[config.mk]
export PLATFORM = sky130hd
export DESIGN_NAME = fixed_point_acc_flat
export DESIGN_NICKNAME = d
export VERILOG_FILES = /design/src/rtl/fixed_point_acc_pkg.sv /design/src/rtl/fixed_point_acc_if.sv /design/src/rtl/fixed_point_sat.sv /design/src/rtl/fixed_point_acc.sv /design/src/flat_wrapper.sv
export SDC_FILE = /design/constraint.sdc
export NUM_CORES = 1
export LEC_CHECK = 0
export CAP_MARGIN = 25
export CORE_MARGIN = 8
export CORE_UTILIZATION = 54
export DETAILED_ROUTE_END_ITERATION = 6
export GPL_TIMING_DRIVEN = 0
export PLACE_DENSITY = 0.79
export SKIP_CTS_REPAIR_TIMING = 1
export SKIP_LAST_GASP = 1
export SLEW_MARGIN = 20
export SYNTH_ARGS = -nofsm -noshare
export SYNTH_HDL_FRONTEND = slang
export SYNTH_HIERARCHICAL = 1
export SYNTH_SLANG_ARGS = --single-unit
[constraint.sdc]
create_clock -name clk -period 3.2 [get_ports clk]
set_input_delay 0.48 -clock clk [delete_from_list [all_inputs] [get_ports clk]]
set_output_delay 0.48 -clock clk [all_outputs]
set_load 0.01 [all_outputs]
[src/rtl/fixed_point_acc_pkg.sv]
// Shared fixed-point package.
// Holds the accumulator FSM state encoding and the width helpers that the
// accumulator and its bus interface both need.
package fixed_point_acc_pkg;

  typedef enum logic [0:0] {
    StIdle,
    StAccum
  } acc_state_e;

  // Headroom for MAX_TERMS full-scale terms plus a sign bit.
  function automatic int unsigned acc_width(input int unsigned width,
                                            input int unsigned max_terms);
    return width + $clog2(max_terms) + 1;
  endfunction

  // Term counter must represent 0..max_terms inclusive.
  function automatic int unsigned count_width(input int unsigned max_terms);
    return $clog2(max_terms + 1);
  endfunction

endpackage

[src/rtl/fixed_point_acc_if.sv]
// Bus interface for fixed_point_acc.
// Signals:
//   start_in      request to begin an accumulation (one cycle)
//   num_terms_in  term count, sampled with start_in
//   value_in      signed operand term, qualified by valid_in
//   valid_in      operand strobe, no backpressure
//   value_out     saturated registered sum
//   valid_out     one-cycle result strobe
//   overflow_out  result was saturated, qualified by valid_out
//   busy_out      accumulation in progress
// Modports: master drives requests/operands, slave is the accumulator.
interface fixed_point_acc_if
  import fixed_point_acc_pkg::*;
#(
  parameter int unsigned WIDTH     = 8,
  parameter int unsigned MAX_TERMS = 16
) ();

  localparam int unsigned CntW = count_width(MAX_TERMS);

  logic                    start_in;
  logic [CntW-1:0]         num_terms_in;
  logic signed [WIDTH-1:0] value_in;
  logic                    valid_in;
  logic signed [WIDTH-1:0] value_out;
  logic                    valid_out;
  logic                    overflow_out;
  logic                    busy_out;

  modport master (
    output start_in,
    output num_terms_in,
    output value_in,
    output valid_in,
    input  value_out,
    input  valid_out,
    input  overflow_out,
    input  busy_out
  );

  modport slave (
    input  start_in,
    input  num_terms_in,
    input  value_in,
    input  valid_in,
    output value_out,
    output valid_out,
    output overflow_out,
    output busy_out
  );

endinterface

[src/rtl/fixed_point_sat.sv]
// Combinational signed saturation from IN_WIDTH down to OUT_WIDTH bits.
// Ports:
//   value_i  signed input of IN_WIDTH bits
//   value_o  signed result of OUT_WIDTH bits, clamped to the representable range
//   sat_o    high when clamping took place
// The binary point is untouched; only integer range is limited.
module fixed_point_sat #(
  parameter int unsigned IN_WIDTH  = 12,
  parameter int unsigned OUT_WIDTH = 8
) (
  input  logic signed [IN_WIDTH-1:0]  value_i,
  output logic signed [OUT_WIDTH-1:0] value_o,
  output logic                        sat_o
);

  if (IN_WIDTH > OUT_WIDTH) begin : g_narrow
    localparam logic [OUT_WIDTH-1:0] MaxVal = {1'b0, {(OUT_WIDTH-1){1'b1}}};
    localparam logic [OUT_WIDTH-1:0] MinVal = {1'b1, {(OUT_WIDTH-1){1'b0}}};

    // In range only when every bit from the output sign bit upward agrees.
    logic [IN_WIDTH-OUT_WIDTH:0] top_bits;
    assign top_bits = value_i[IN_WIDTH-1:OUT_WIDTH-1];

    always_comb begin
      sat_o   = !((&top_bits) || !(|top_bits));
      value_o = value_i[OUT_WIDTH-1:0];
      if (sat_o) begin
        value_o = value_i[IN_WIDTH-1] ? MinVal : MaxVal;
      end
    end
  end else begin : g_wide
    assign value_o = OUT_WIDTH'(value_i);
    assign sat_o   = 1'b0;
  end

endmodule

[src/rtl/fixed_point_acc.sv]
// Fixed-point accumulator: sums a counted number of pulse-valid signed terms
// and returns a saturated, registered result with a one-cycle strobe.
// Ports:
//   clk   sole clock, rising edge
//   rstn  synchronous active-low reset
//   bus   slave side of fixed_point_acc_if (start/count/operand in,
//         value/valid/overflow/busy out)
// Input and output share the same binary point (FRAC_BITS); no rescaling.
module fixed_point_acc
  import fixed_point_acc_pkg::*;
#(
  parameter int unsigned WIDTH     = 8,
  parameter int unsigned FRAC_BITS = 3,
  parameter int unsigned MAX_TERMS = 16
) (
  input logic             clk,
  input logic             rstn,
  fixed_point_acc_if.slave bus
);

  localparam int unsigned     AccW   = acc_width(WIDTH, MAX_TERMS);
  localparam int unsigned     CntW   = count_width(MAX_TERMS);
  localparam logic [CntW-1:0] MaxCnt = CntW'(MAX_TERMS);

  // FRAC_BITS only describes the number format; reject nonsense settings.
  if (FRAC_BITS == 0 || FRAC_BITS >= WIDTH || MAX_TERMS == 0) begin : g_bad_params
    $error("fixed_point_acc: invalid FRAC_BITS/WIDTH/MAX_TERMS");
  end

  acc_state_e              state_q, state_d;
  logic signed [AccW-1:0]  acc_q, acc_d;
  logic [CntW-1:0]         remain_q, remain_d;
  logic signed [WIDTH-1:0] value_q, value_d;
  logic                    valid_q, valid_d;
  logic                    ovf_q, ovf_d;

  logic [CntW-1:0]         num_terms_clamped;
  logic signed [AccW-1:0]  acc_sum;
  logic signed [WIDTH-1:0] sat_value;
  logic                    sat_flag;

  assign num_terms_clamped = (bus.num_terms_in > MaxCnt) ? MaxCnt : bus.num_terms_in;

  assign acc_sum = acc_q + $signed({{(AccW-WIDTH){bus.value_in[WIDTH-1]}}, bus.value_in});

  fixed_point_sat #(
    .IN_WIDTH (AccW),
    .OUT_WIDTH(WIDTH)
  ) u_sat (
    .value_i(acc_sum),
    .value_o(sat_value),
    .sat_o  (sat_flag)
  );

  always_comb begin
    state_d  = state_q;
    acc_d    = acc_q;
    remain_d = remain_q;
    value_d  = value_q;
    ovf_d    = ovf_q;
    valid_d  = 1'b0;

    unique case (state_q)
      StIdle: begin
        // valid_in is ignored here, including in the start cycle.
        if (bus.start_in) begin
          acc_d = '0;
          if (num_terms_clamped == '0) begin
            valid_d = 1'b1;
            value_d = '0;
            ovf_d   = 1'b0;
          end else begin
            remain_d = num_terms_clamped;
            state_d  = StAccum;
          end
        end
      end
      StAccum: begin
        if (bus.valid_in) begin
          acc_d    = acc_sum;
          remain_d = remain_q - CntW'(1);
          if (remain_q == CntW'(1)) begin
            // Result is saturated straight from the final sum.
            state_d = StIdle;
            value_d = sat_value;
            ovf_d   = sat_flag;
            valid_d = 1'b1;
          end
        end
      end
      default: state_d = StIdle;
    endcase
  end

  always_ff @(posedge clk) begin
    if (!rstn) begin
      state_q  <= StIdle;
      acc_q    <= '0;
      remain_q <= '0;
      value_q  <= '0;
      valid_q  <= 1'b0;
      ovf_q    <= 1'b0;
    end else begin
      state_q  <= state_d;
      acc_q    <= acc_d;
      remain_q <= remain_d;
      value_q  <= value_d;
      valid_q  <= valid_d;
      ovf_q    <= ovf_d;
    end
  end

  assign bus.value_out    = value_q;
  assign bus.valid_out    = valid_q;
  assign bus.overflow_out = ovf_q;
  assign bus.busy_out     = (state_q == StAccum);

endmodule

[src/flat_wrapper.sv]
// flat-port wrapper written by rule: the top's interface ports become plain ports
module fixed_point_acc_flat import fixed_point_acc_pkg::*;
#(
  parameter int unsigned WIDTH     = 8,
  parameter int unsigned FRAC_BITS = 3,
  parameter int unsigned MAX_TERMS = 16
)
  (clk, rstn, bus_start_in, bus_num_terms_in, bus_value_in, bus_valid_in, bus_value_out, bus_valid_out, bus_overflow_out, bus_busy_out);
  fixed_point_acc_if #(.WIDTH(WIDTH), .MAX_TERMS(MAX_TERMS)) bus_i ();
  input logic clk;
  input logic rstn;
  input wire logic [$bits(bus_i.start_in)-1:0] bus_start_in;
  input wire logic [$bits(bus_i.num_terms_in)-1:0] bus_num_terms_in;
  input wire logic [$bits(bus_i.value_in)-1:0] bus_value_in;
  input wire logic [$bits(bus_i.valid_in)-1:0] bus_valid_in;
  output wire logic [$bits(bus_i.value_out)-1:0] bus_value_out;
  output wire logic [$bits(bus_i.valid_out)-1:0] bus_valid_out;
  output wire logic [$bits(bus_i.overflow_out)-1:0] bus_overflow_out;
  output wire logic [$bits(bus_i.busy_out)-1:0] bus_busy_out;
  assign bus_i.start_in = bus_start_in;
  assign bus_i.num_terms_in = bus_num_terms_in;
  assign bus_i.value_in = bus_value_in;
  assign bus_i.valid_in = bus_valid_in;
  assign bus_value_out = bus_i.value_out;
  assign bus_valid_out = bus_i.valid_out;
  assign bus_overflow_out = bus_i.overflow_out;
  assign bus_busy_out = bus_i.busy_out;
  fixed_point_acc #(.WIDTH(WIDTH), .FRAC_BITS(FRAC_BITS), .MAX_TERMS(MAX_TERMS)) u_core (.clk(clk), .rstn(rstn), .bus(bus_i));
endmodule
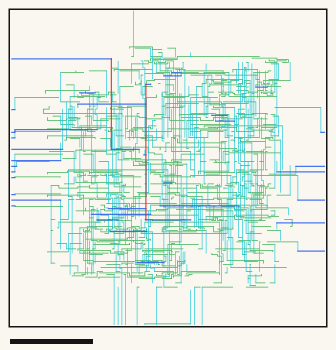
Fig. 1. Routed metal, one colour a layer.
The bar under the picture is 20 um long.
layer	colour	wire length
met3	blue	250 um
met2	cyan	2,230 um
met1	green	2,320 um
met4	red	54.4 um
wire per inst: 15.1 um
WL final: 4.85 mm
GRT Overall Usage: 16.5%
routed via count: 1,882

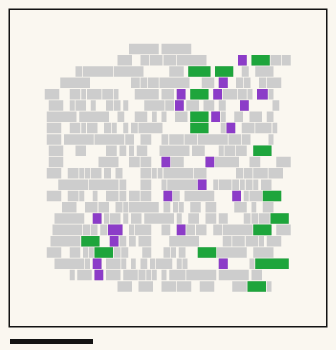
Fig. 2. Logic cells by family.
The bar under the picture is 20 um long.
family	colour	cells	most used
AND and OR gates	purple	21	and2_1
adder and majority cells	green	15	ha_1
Final Non-Filler Cells: 321
Comb/total area: 54.5%
highest-count logic cell in the final layout: dfxtp_1

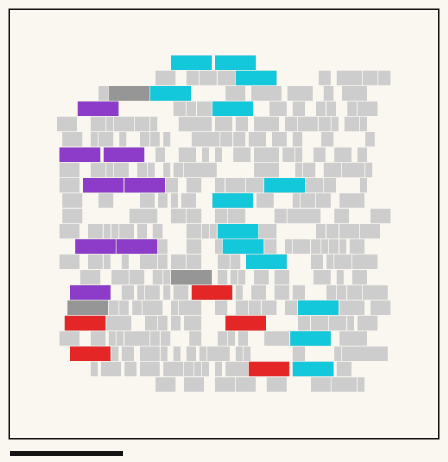
Fig. 3. Where the registers sit.
The bar under the picture is 20 um long.
name in the netlist	colour	placed flops
u_core/acc_q	cyan	13
u_core/bus.value_out	purple	8
u_core/remain_q	red	5
not coloured	3
Reg area: 581 um^2
sequential power: 401 uW
fin util: 67.4%
Seq/total area: 24.3%

==> flow_metrics.py <==
# Physical implementation metrics
metrics = {
    "synthesis": {
        "ff_type": "dfxtp_1",
        "common_cells": "29 x dfxtp_1, 16 x nand2_1, 15 x inv_1, 15 x nor2_1, 14 x ha_1",
        "fp_nets": 268,
        "syn_avg_cell_area_um2": 8.24,
        "ys_sh_xor_pct": 3.15,
        "ys.flops": 29,
        "yosys-stat-area_um2": 1940,
        "synthTopLogicFamily": "AND-OR/OR-AND gates",
        "ys_sh_simple_pct": 21.2,
        "synthTopCellsByArea": "dfxtp_1 30%, ha_1 9.0%, a21boi_0 3.9%",
        "yosysCellCount": 236,
        "ys_seq_share_pct": 29.9,
        "yosys.area.top_type": "dfxtp_1",
        "yosysUniqueCellTypes": 48,
        "synthMostInstantiatedCell": "dfxtp_1",
    },
    "worst_setup_path": {
        "worstSetupEndpointType": "flop",
        "crit_buf_inv": 2,
        "reg2reg_from": "u_core/acc_q[7]",
        "cp-start-kind": "input port",
        "cpLargestDelayFamily": "AND-OR/OR-AND gates",
        "reg2reg_slack_ns": 0.35,
        "critPathRequiredTime_ns": 3.45,
        "crit_start": "bus_value_in[0]",
        "path_max_fanout": 7,
    },
    "die": {
        "num_rows": 22,
        "initial_core_util_pct": 54.8,
        "ios": 28,
        "die_area_um2": 5780,
        "dieWidth_um": 76.0,
        "n_tap_cell": 48,
    },
    "global_routing": {
        "grt_pass1_wl_mm": 8.20,
        "grt_pass1_vias": 1854,
        "antenna_found_initial": 0,
        "met2_usage_pct": 26.7,
        "grt_most_used_layer": "met2",
        "grt_overflow_total": 0,
    },
    "routing": {
        "wl_met1_mm": 2.32,
        "drcViolationCount": 0,
        "via_per_inst": 5.86,
        "drt_iter0_drc": 119,
        "wl_met3_um": 249,
        "drt-pass1-iter-count": 4,
    },
    "pwr": {
        "pg_comb_uw": 349,
        "swShare_pct": 33.2,
        "power_density_nw_per_um2": 420,
        "seq_power_share_pct": 39.9,
        "clk-power_uw": 255,
        "p_int_uw": 671,
        "leakage_nw": 0.993,
    },
    "final_timing": {
        "fmax_mhz": 326,
        "worst_pin_slew_ns": 0.468,
        "setup_tns_ns": 0,
        "hold_violations": 0,
        "finalCritPeriodShare_pct": 95.9,
        "finalSetupViolations": 0,
        "period_needed_ns": 3.07,
    },
    "min_path": {
        "hold_class": "flop to flop",
        "hold_start": "u_core/bus.value_out[2]",
        "holdPathStages": 2,
    },
    "cells_and_area": {
        "largest_class": "multi-input combinational cells",
        "lay_top_cells": "29 x dfxtp_1, 26 x clkdlybuf4s50_1, 16 x nand2_1",
        "buffer_area_share_pct": 13.4,
        "nFlopsAndLatches": 29,
        "clock_area_share_pct": 2.93,
        "buffers": 39,
        "fill_cells": 309,
        "largest_reg_flops": 13,
        "final_area_um2": 2390,
    },
    "placed_design": {
        "post-dp-hpwl_mm": 3.66,
        "dp.cells": 311,
        "dpl_cell_area_um2": 2270,
    },
    "run_status": {
        "status": "finished, final reports clean",
    },
    "job": {
        "max-cap-violations": 0,
    },
    "clocking": {
        "h-tree-depth": 2,
        "cts-root-buf": "clkbuf_4",
        "cts_max_path_buffers": 2,
        "numCtsBuffers": 5,
    },
}
No activity file was given, so power comes from the tool's default toggle rates.
